Run 1, wires at chosen ports, followed through buffers:
Bar = 20 µm.
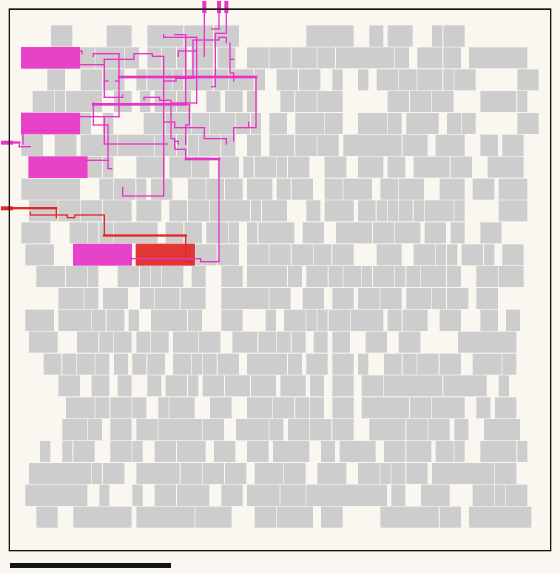
Run 1, cells colored by class:
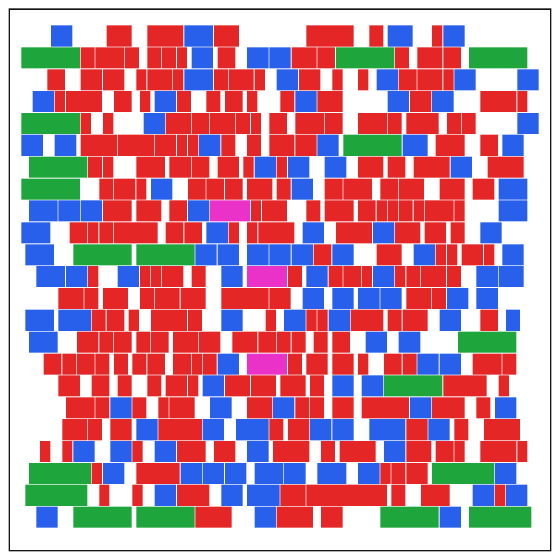
Run 1, sizing map:
Bar = 20 µm.
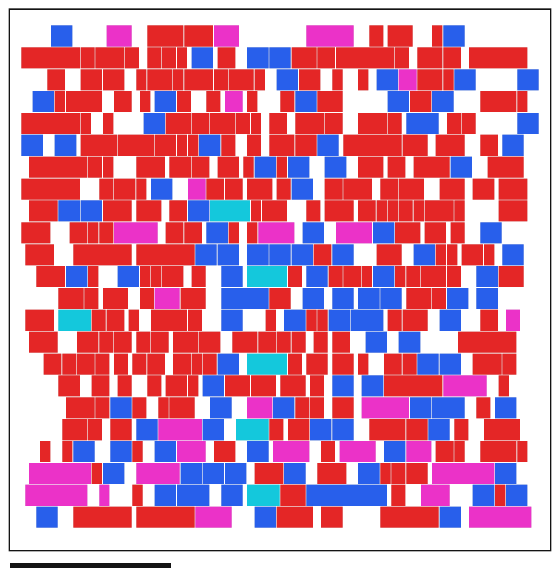
==> src/rtl/bcd_time_counter.sv <==
// MM:SS stopwatch/timer counter held as four BCD digits, with up/down counting,
// wrap or saturate at the count limit, and paused-mode digit adjustment.
module bcd_time_counter #(
  parameter int MAX_MIN = 99,
  parameter int WRAP    = 1
) (
  input  logic       clk,
  input  logic       rst,
  input  logic       tick,
  input  logic       run,
  input  logic       dir,
  input  logic       clear,
  input  logic       adj_min,
  input  logic       adj_sec,
  output logic [3:0] min_l,
  output logic [3:0] min_r,
  output logic [3:0] sec_l,
  output logic [3:0] sec_r,
  output logic       limit,
  output logic       at_zero
);

  typedef struct packed {
    logic [3:0] min_l;
    logic [3:0] min_r;
    logic [3:0] sec_l;
    logic [3:0] sec_r;
  } bcd_time_t;

  localparam logic [3:0] MAX_L = 4'(MAX_MIN / 10);
  localparam logic [3:0] MAX_R = 4'(MAX_MIN % 10);
  localparam bcd_time_t  ZERO  = '0;
  localparam bcd_time_t  TOP   = {MAX_L, MAX_R, 4'd5, 4'd9};

  bcd_time_t cur;
  bcd_time_t nxt;
  logic      nxt_limit;

  // Seconds field helpers wrap within 00..59 and never touch the minutes.
  function automatic bcd_time_t sec_inc(input bcd_time_t t);
    bcd_time_t r;
    r = t;
    if (t.sec_r == 4'd9) begin
      r.sec_r = 4'd0;
      r.sec_l = (t.sec_l == 4'd5) ? 4'd0 : t.sec_l + 4'd1;
    end else begin
      r.sec_r = t.sec_r + 4'd1;
    end
    return r;
  endfunction

  function automatic bcd_time_t sec_dec(input bcd_time_t t);
    bcd_time_t r;
    r = t;
    if (t.sec_r == 4'd0) begin
      r.sec_r = 4'd9;
      r.sec_l = (t.sec_l == 4'd0) ? 4'd5 : t.sec_l - 4'd1;
    end else begin
      r.sec_r = t.sec_r - 4'd1;
    end
    return r;
  endfunction

  // Minutes field helpers wrap within 00..MAX_MIN and never touch the seconds.
  function automatic bcd_time_t min_inc(input bcd_time_t t);
    bcd_time_t r;
    r = t;
    if (t.min_l == MAX_L && t.min_r == MAX_R) begin
      r.min_l = 4'd0;
      r.min_r = 4'd0;
    end else if (t.min_r == 4'd9) begin
      r.min_r = 4'd0;
      r.min_l = t.min_l + 4'd1;
    end else begin
      r.min_r = t.min_r + 4'd1;
    end
    return r;
  endfunction

  function automatic bcd_time_t min_dec(input bcd_time_t t);
    bcd_time_t r;
    r = t;
    if (t.min_l == 4'd0 && t.min_r == 4'd0) begin
      r.min_l = MAX_L;
      r.min_r = MAX_R;
    end else if (t.min_r == 4'd0) begin
      r.min_r = 4'd9;
      r.min_l = t.min_l - 4'd1;
    end else begin
      r.min_r = t.min_r - 4'd1;
    end
    return r;
  endfunction

  // Adjust only acts while paused and counting only while running, so the two
  // can never collide; clear overrides both.
  always_comb begin
    // NOTE: every always_comb output gets a default first so no path infers a latch.
    nxt       = cur;
    nxt_limit = 1'b0;
    if (clear) begin
      nxt = ZERO;
    end else if (!run) begin
      if (adj_sec) nxt = sec_inc(nxt);
      if (adj_min) nxt = min_inc(nxt);
    end else if (tick) begin
      if (!dir) begin
        if (cur == TOP) begin
          nxt_limit = 1'b1;
          if (WRAP != 0) nxt = ZERO;
        end else begin
          nxt = sec_inc(cur);
          if (cur.sec_l == 4'd5 && cur.sec_r == 4'd9) nxt = min_inc(nxt);
        end
      end else begin
        if (cur == ZERO) begin
          nxt_limit = 1'b1;
          if (WRAP != 0) nxt = TOP;
        end else begin
          nxt = sec_dec(cur);
          if (cur.sec_l == 4'd0 && cur.sec_r == 4'd0) nxt = min_dec(nxt);
        end
      end
    end
  end

  always_ff @(posedge clk) begin
    // NOTE: state registers use non-blocking assignments so every flop samples pre-edge values.
    if (rst) begin
      cur     <= ZERO;
      limit   <= 1'b0;
      at_zero <= 1'b1;
    end else begin
      cur     <= nxt;
      limit   <= nxt_limit;
      at_zero <= (nxt == ZERO);
    end
  end

  assign {min_l, min_r, sec_l, sec_r} = cur;

endmodule

==> config.mk <==
export PLATFORM = sky130hd
export DESIGN_NAME = bcd_time_counter
export DESIGN_NICKNAME = d
export VERILOG_FILES = /design/src/rtl/bcd_time_counter.sv
export SDC_FILE = /design/constraint.sdc
export NUM_CORES = 1
export LEC_CHECK = 0
export CAP_MARGIN = 20
export CORE_UTILIZATION = 51
export CTS_CLUSTER_SIZE = 20
export DETAILED_ROUTE_END_ITERATION = 16
export GPL_TIMING_DRIVEN = 1
export PLACE_DENSITY = 0.77
export SYNTH_ARGS = -nofsm -noshare
export SYNTH_HDL_FRONTEND = slang
export SYNTH_SLANG_ARGS = --single-unit
==> constraint.sdc <==
create_clock -name clk -period 2.4 [get_ports clk]
set_input_delay 0.72 -clock clk [delete_from_list [all_inputs] [get_ports clk]]
set_output_delay 0.72 -clock clk [all_outputs]
set_load 0.05 [all_outputs]
==> commit_impl_results.txt, run 1 <==
Add synthesis and place-and-route results

- Total leakage power: 1.321 nW
* Largest cells by area after synthesis: dfxtp_1 (17%), ha_1 (7.5%), a21oi_1 (4.6%)
* Worst-path clk slew: 0.08 ns
- Fin cells: 445
- After detailed routing, the wire length on met1 is 3270 µm.
- Post-CTS repair changed the size of 8 cells.
- Combined buffer and inverter count along the critical path: 2
- The clock drives 18 sinks.
- Net count after synthesis: 322
- Transition time of the tightest slew-check pin: 0.5782 ns
- The routed layout reports a DRC error count of 0.
- Start of the worst register-to-register path: sec_r[1]
- Xor/xnor share of the synthesized area: 0.4046%
- The routed design uses 971 µm of met3 wire.
- Total global routing overflow: 0
- Post-layout total power: 1.083 mW
- Required time of the critical path: 2.56 ns
- The final timing report gives a worst setup slack of -0.01619 ns.
- At the floorplan stage, the core utilization is reported as 53.73%.
- Adder-cell share of the synthesized area: 7.514%
- The overall die size recorded for this design is 0.004509 mm².
* Violated checks: negative setup slack
* Final-layout clock-cell area share: 1.305%
* Unique cell type count in the Yosys netlist: 64
* Pin count of the biggest net entering global routing: 22
- After layout, the inverter instance count without clock inverters stands at 16.
- Maximum level of the CTS H-tree: 1
- In the final report, the number of endpoints failing setup comes to 1.
* Insertion delay at the late pin of the worst-skew pair: 0.26 ns
- Crit Path Max Fanout: 4
* Setup TNS: -0.01619 ns
- In the log, the iteration count for the first detailed-route pass is 5.
* Final Wtd Congestion: 0.9783
* Sequential power: 328 µW
- Number of enable flip-flop cells: 0
- Comb. pwr: 526 µW
- In the global route stage, overall resource usage came out at 36.43%.
- Mux cell area share: 1.850%
- Initial antenna violation count: 0
* Final Hold Violation Tally: 0
- Proportion of layout cells with a drive suffix above 1: 33.92%
* Sequential share of the synthesized area: 16.65%
* Count of instantiated cells in the yosys netlist: 301
- Minimum period implied by the final worst setup slack: 2.416 ns
* Final Max Tran Viols: 0
- Clock net power: 229 µW
- Yosys reported a register bit count of 18.
* Sort of element at the start of the critical path: primary input
* Crit path depth: 8
- Commonest cells after routing, fill and taps aside: buf_4 (95), nor2_1 (23), a21oi_1 (18)
- Timing-limited maximum frequency: 413.9 MHz
- For the worst min-delay path, the startpoint reported by OpenROAD is min_r[1].
- Maximum ir drop on the vdd rail: 0.0002898 V
* Status: complete, but fails checks
* Standard cell with the maximum stage delay on the critical path: clkdlybuf4s50_1
- Crit path DAT: 2.57 ns
* Clock buffer cells: 3
* Total power per unit cell area: 342.3 mW/mm²
- TritonCTS created 3 clock buffers.
* Capture point of the worst reg-to-reg path: at_zero
* Slew Limit Headroom: 61.33%
- Plain + repair buffers: 115
- Summing all multi-input logic gate instances after layout gives 0.001723 mm².
- For flop-to-flop paths, the worst setup slack is 0 ns.
- According to the floorplan report, the die width is 67.15 µm.
Back to the opening pictures, 'wires at chosen ports, followed through buffers':
- red: `at_zero` (bits 1; direction output; edge left; end cells 1; buffers 1; wire 33.5 µm)
- magenta: `min_l` (bits 4; direction output; edge 3 top, 1 left; end cells 4; buffers 4; wire 264 µm)
top-level port count: 26
count of input and output buffers: 25

Back to the opening pictures, 'cells colored by class':
- magenta: clock-net drivers (cells 3; share of their area 1.3%)
- blue: remaining buffers and delay cells (cells 115; share of their area 29%)
- green: registers (cells 18; share of their area 12%)
- red: remaining logic cells (cells 259; share of their area 58%)
fraction of area in registers: 11.55%
final cell utilization of the core: 78.51%
placeable core region: 0.004029 mm²

Back to the opening pictures, 'sizing map':
- cyan: x6 and larger (cells 6)
- blue: x3 and x4 (cells 101; most used buf_4)
- red: x1 and smaller (cells 261; most used nor2_1)
- magenta: x2 (cells 27; most used dfxtp_2)
least setup slack across all paths after layout: -0.01619 ns
Layout area overhead: 46.13%
Final Cell Area: 0.003163 mm²

==> run 2, diff against run 1 <==
--- a/config.mk
+++ b/config.mk
@@ -10,7 +10,7 @@
 export CTS_CLUSTER_SIZE = 20
 export DETAILED_ROUTE_END_ITERATION = 16
 export GPL_TIMING_DRIVEN = 1
-export PLACE_DENSITY = 0.77
+export PLACE_DENSITY = 0.74
 export SYNTH_ARGS = -nofsm -noshare
 export SYNTH_HDL_FRONTEND = slang
 export SYNTH_SLANG_ARGS = --single-unit
==> constraint.sdc (replaced) <==
create_clock -name clk -period 2.53 [get_ports clk]
set_input_delay 0.759 -clock clk [delete_from_list [all_inputs] [get_ports clk]]
set_output_delay 0.759 -clock clk [all_outputs]
set_load 0.05 [all_outputs]
Run 2, wires at chosen ports, followed through buffers:
Bar = 20 µm.
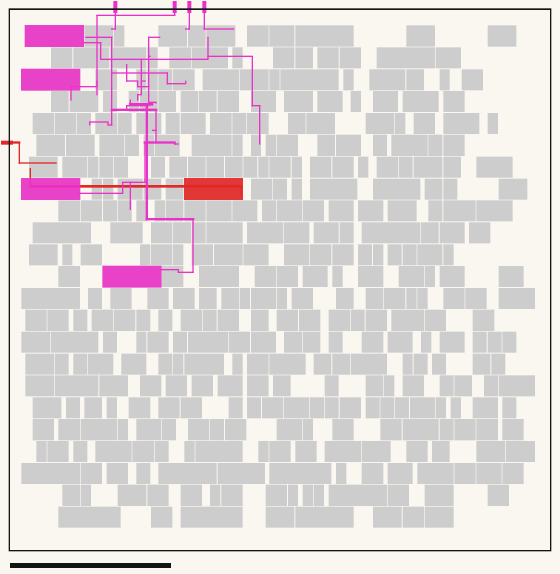
- magenta: `min_l` (bits 4; direction output; edge top; end cells 4; buffers 4; wire 196 µm)
- red: `at_zero` (bits 1; direction output; edge left; end cells 1; buffers 1; wire 37.5 µm)

Run 2, sizing map:
Bar = 20 µm.
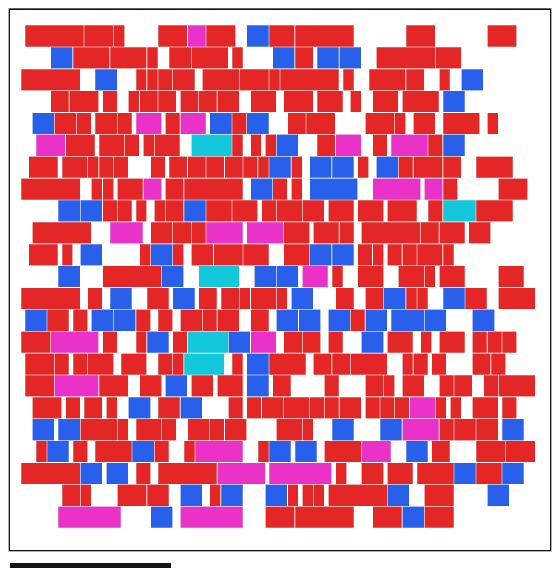
- cyan: x6 and larger (cells 5; most used clkbuf_8)
- red: x1 and smaller (cells 275; most used nor2_1)
- blue: x3 and x4 (cells 74; most used buf_4)
- magenta: x2 (cells 24)
Final Cell Area: 0.003043 mm²
least setup slack across all paths after layout: 0.07171 ns
Layout area overhead: 40.58%

==> run 2 against run 1 <==
Against the previous run: worst setup slack improved by 0.088 ns; worst hold slack got worse by 0.0015 ns; largest cell class unchanged; total power fell by 4.8%; via count is 1.3% lower; global-route usage about the same; the run now ends clean; utilization is 3.0 points lower; synthesized cell count unchanged; register-to-register slack gained 0.12 ns; critical path depth decreased by 7; die area did not move; cell count fell by 3.8%.
==> commit_impl_results.txt, run 2 <==
Add synthesis and place-and-route results

- Crit Path Max Fanout: 13 (+9)
- Top-level port count: 26 (unchanged)
- The share of cell area taken by flip-flops and latches is 11.97% (+0.41 points).
- Transition time of the tightest slew-check pin: 0.5106 ns (-0.06759 ns)
- Commonest cells after routing, fill and taps aside: buf_4 (72), nor2_1 (23), a21oi_1 (19), clkdlybuf4s50_1 (19)
- Sort of element at the start of the critical path: register
- The worst endpoint required time is 1.77 ns (-0.79 ns).
- The area of combinational cells with multiple inputs was 0.001700 mm² (-1.3%).
* Clock buffer cells: 4 (+1)
- Combined buffer and inverter count along the critical path: 1 (-1)
- Routed met3 length: 797 µm (-18%)
- The final number of max-transition violations came to 0 (unchanged).
* Final cell utilization of the core: 75.53% (-3.0 points)
* Total global routing overflow: 0 (unchanged)
- The number of gates resized after CTS came to 3 (-5).
* Minimum period implied by the final worst setup slack: 2.458 ns
- The clock network power came to 255 µW (+11%).
* Initial antenna violation count: 0 (unchanged)
* Unique cell type count in the Yosys netlist: 64 (unchanged)
- Count of inverters other than clock inverters in the layout: 16 (unchanged)
- Comb. pwr: 464 µW (-12%)
- The number of flops mapped to enable cells by yosys was 0 (unchanged).
* Standard cell with the maximum stage delay on the critical path: clkdlybuf4s50_1
- Capture point of the worst reg-to-reg path: at_zero
- Worst-path clk slew: 0.08 ns (about the same)
* Length in cells of the worst reg-to-reg path: 10
* Total power per unit cell area: 338.9 mW/mm² (-1.0%)
- The insertion delay at the late pin of the worst-skew pair came to 0.27 ns (about the same).
- The TritonCTS sink count is 18 (unchanged).
- Yosys printed 0 warnings.
- The multiplexer share of the synthesized area is 1.850% (unchanged).
* Net count after synthesis: 322 (unchanged)
- Number of buffers inserted during clock tree synthesis: 3 (unchanged)
- Count of input and output buffers: 25 (unchanged)
* Slew Limit Headroom: 65.85% (+4.5 points)
- The placeable core region came to 0.004029 mm² (unchanged).
- Final-layout clock-cell area share: 1.809% (+0.50 points)
- Drt first pass iters: 5 (unchanged)
- The register bit total from synthesis came to 18 (unchanged).
- Antenna cell count: 0
- The H-tree level count was 1 (unchanged).
- The arrival time of data at the critical path endpoint is 1.70 ns (-0.87 ns).
- The routability-driven placement congestion ratio was 1.027 (+4.9%).
- Critical hold path startpoint: min_l[1]
- The largest vdd supply drop was 0.0002299 V (-21%).
* Final setup vio count: 0 (-1)
- For the worst reg-to-reg path, the startpoint reported by OpenROAD is sec_r[1].
* Fin cells: 428 (-3.8%)
* Final Hold Violation Tally: 0 (unchanged)
- The sequential cell area fraction in the yosys report came to 16.65% (unchanged).
- The run finished with clean final reports.
* Met2 wirelength from detailed routing: 3650 µm
* Adder-cell share of the synthesized area: 7.514% (unchanged)
- Xor/xnor share of the synthesized area: 0.4046% (unchanged)
* Overall global routing resource usage: 36.47% (+0.039 points)
- Crit path depth: 1 (-7)
- Setup TNS: 0 ns (+0.01619 ns)
* Count of instantiated cells in the yosys netlist: 301 (unchanged)
- Post-layout total power: 1.031 mW (-4.8%)
- Pin count of the biggest net entering global routing: 15 (-32%)
==> run 3, diff against run 2 <==
--- a/config.mk
+++ b/config.mk
@@ -10,6 +10,7 @@
 export CTS_CLUSTER_SIZE = 20
 export DETAILED_ROUTE_END_ITERATION = 16
 export GPL_TIMING_DRIVEN = 1
+export HOLD_SLACK_MARGIN = 0.05
 export PLACE_DENSITY = 0.74
 export SYNTH_ARGS = -nofsm -noshare
 export SYNTH_HDL_FRONTEND = slang
Run 3, sizing map:
Bar = 20 µm.
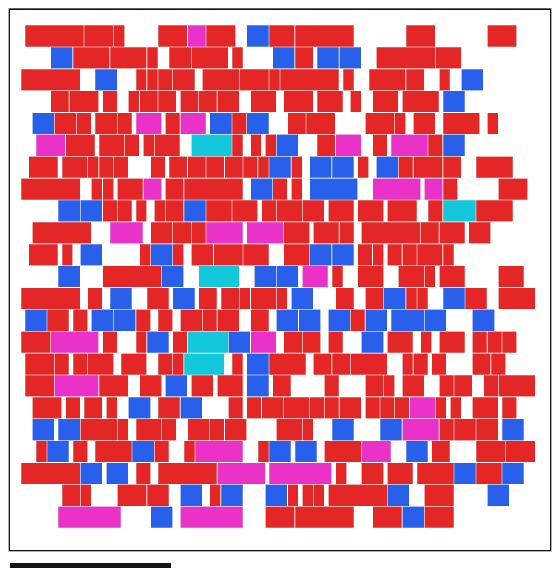
- red: x1 and smaller (cells 275; most used nor2_1)
- magenta: x2 (cells 24)
- cyan: x6 and larger (cells 5; most used clkbuf_8)
- blue: x3 and x4 (cells 74; most used buf_4)
Plain + repair buffers: 97

Run 3, cells colored by class:
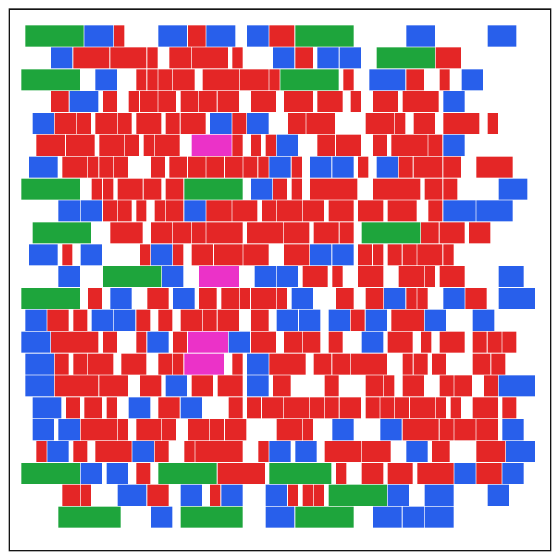
- blue: remaining buffers and delay cells (cells 97; share of their area 27%)
- red: remaining logic cells (cells 259; share of their area 59%)
- magenta: clock drivers and dummy loads (cells 4; share of their area 1.8%)
- green: registers (cells 18; share of their area 12%)
cell row count: 23
final cell utilization of the core: 75.53%
fraction of area in registers: 11.97%

==> run 3 against run 2 <==
Against the previous run: synthesized area is the same; sequential power about the same; clock power barely moved; clock skew stayed put; fmax unchanged; critical path depth is the same; register-to-register slack barely moved; cell count stayed put; sequential share of layout area unchanged; first-iteration DRC count did not move; worst setup slack stayed put; critical endpoint unchanged; largest cell class unchanged.
==> commit_impl_results.txt, run 3 <==
Add synthesis and place-and-route results

* Length in cells of the worst reg-to-reg path: 10 (unchanged)
- Slew Limit Headroom: 65.85% (unchanged)
* Setup TNS: 0 ns (unchanged)
* CTS resizes: 3 (unchanged)
- Initial antenna violation count: 0 (unchanged)
* Timing-limited maximum frequency: 406.8 MHz
- Critical hold path startpoint: min_l[1]
- The power in combinational cells is 464 µW (about the same).
- STA classifies the critical path startpoint as a register.
- The sequential cells in the finished layout cover a total of 364.1 µm².
- Count of input and output buffers: 25 (unchanged)
- Proportion of power drawn by combinational gates: 45.0%
* Crit path DAT: 1.70 ns (about the same)
- Ranked by total cell area, the synthesized netlist is headed by dfxtp_1 (17%), ha_1 (7.5%), a21oi_1 (4.6%).
- Start of the worst register-to-register path: sec_r[1]
- Combined buffer and inverter count along the critical path: 1 (unchanged)
* Minimum period implied by the final worst setup slack: 2.458 ns (unchanged)
* Capture point of the worst reg-to-reg path: at_zero
- The clock network power is 255 µW (about the same).
* Standard cell with the maximum stage delay on the critical path: clkdlybuf4s50_1
- The final-layout clock-cell area share was 1.809% (unchanged).
- Sequential share of the synthesized area: 16.65% (unchanged)
* Adder-cell share of the synthesized area: 7.514% (unchanged)
* Count of instantiated cells in the yosys netlist: 301 (unchanged)
- The area growth from synthesis to final layout was 40.58% (unchanged).
- The number of global-route vias before repair came to 2,419.
* Most frequent cells after synthesis: nor2_1 (23), a21oi_1 (20), clkbuf_1 (20)
- The ratio of total power to cell area is 338.9 mW/mm² (unchanged).
- Transition time of the tightest slew-check pin: 0.5106 ns (unchanged)
- The count of clock-net buffers in the final layout came to 4 (unchanged).
- The insertion delay at the late pin of the worst-skew pair came to 0.27 ns (about the same).
- Category of the critical setup timing path: reg -> out
- Xor/xnor share of the synthesized area: 0.4046% (unchanged)
- Overall global routing resource usage: 36.47% (unchanged)
- Unique cell type count in the Yosys netlist: 64 (unchanged)
- The hold violation total from the final report came to 0 (unchanged).
- The length of the first detailed-routing pass in iterations is 5 (unchanged).
- Final Cell Area: 0.003043 mm² (unchanged)
- The run finished with clean final reports.
* Final Wtd Congestion: 1.027 (unchanged)
- Least setup slack across all paths after layout: 0.07171 ns (unchanged)
- The net count after synthesis is 322 (unchanged).
- Post-layout total power: 1.031 mW (unchanged)
- Required time of the critical path: 1.77 ns (about the same)
* Mux cell area share: 1.850% (unchanged)
- Number of enable flip-flop cells: 0 (unchanged)
- Routed signal wires occupy layers up through met4.
- Crit Path Max Fanout: 13 (unchanged)
- Total global routing overflow: 0 (unchanged)
- The TritonCTS buffer count is 3 (unchanged).
* Routed met3 length: 797 µm (unchanged)
* Pin count of the biggest net entering global routing: 15 (unchanged)
- Final Max Tran Viols: 0 (unchanged)
- The total number of yosys warnings was 0 (unchanged).
- The setup-violating endpoint count in the final report is 0 (unchanged).
* Comb. cell area: 0.001700 mm² (unchanged)
- Met2 wirelength from detailed routing: 3650 µm (unchanged)
- Maximum level of the CTS H-tree: 1 (unchanged)
- Sink count of the clock tree: 18 (unchanged)
* Fin cells: 428 (unchanged)
- Worst-path clk slew: 0.08 ns (about the same)
- Antenna cell count: 0 (unchanged)
- The placeable core region was 0.004029 mm² (unchanged).
- The library cells used most frequently in the layout, excluding fill and tap cells, are buf_4 (72), nor2_1 (23), a21oi_1 (19), clkdlybuf4s50_1 (19).
* Count of inverters other than clock inverters in the layout: 16 (unchanged)
* Maximum ir drop on the vdd rail: 0.0002299 V (unchanged)
Power is estimated from default activity; no workload was simulated.
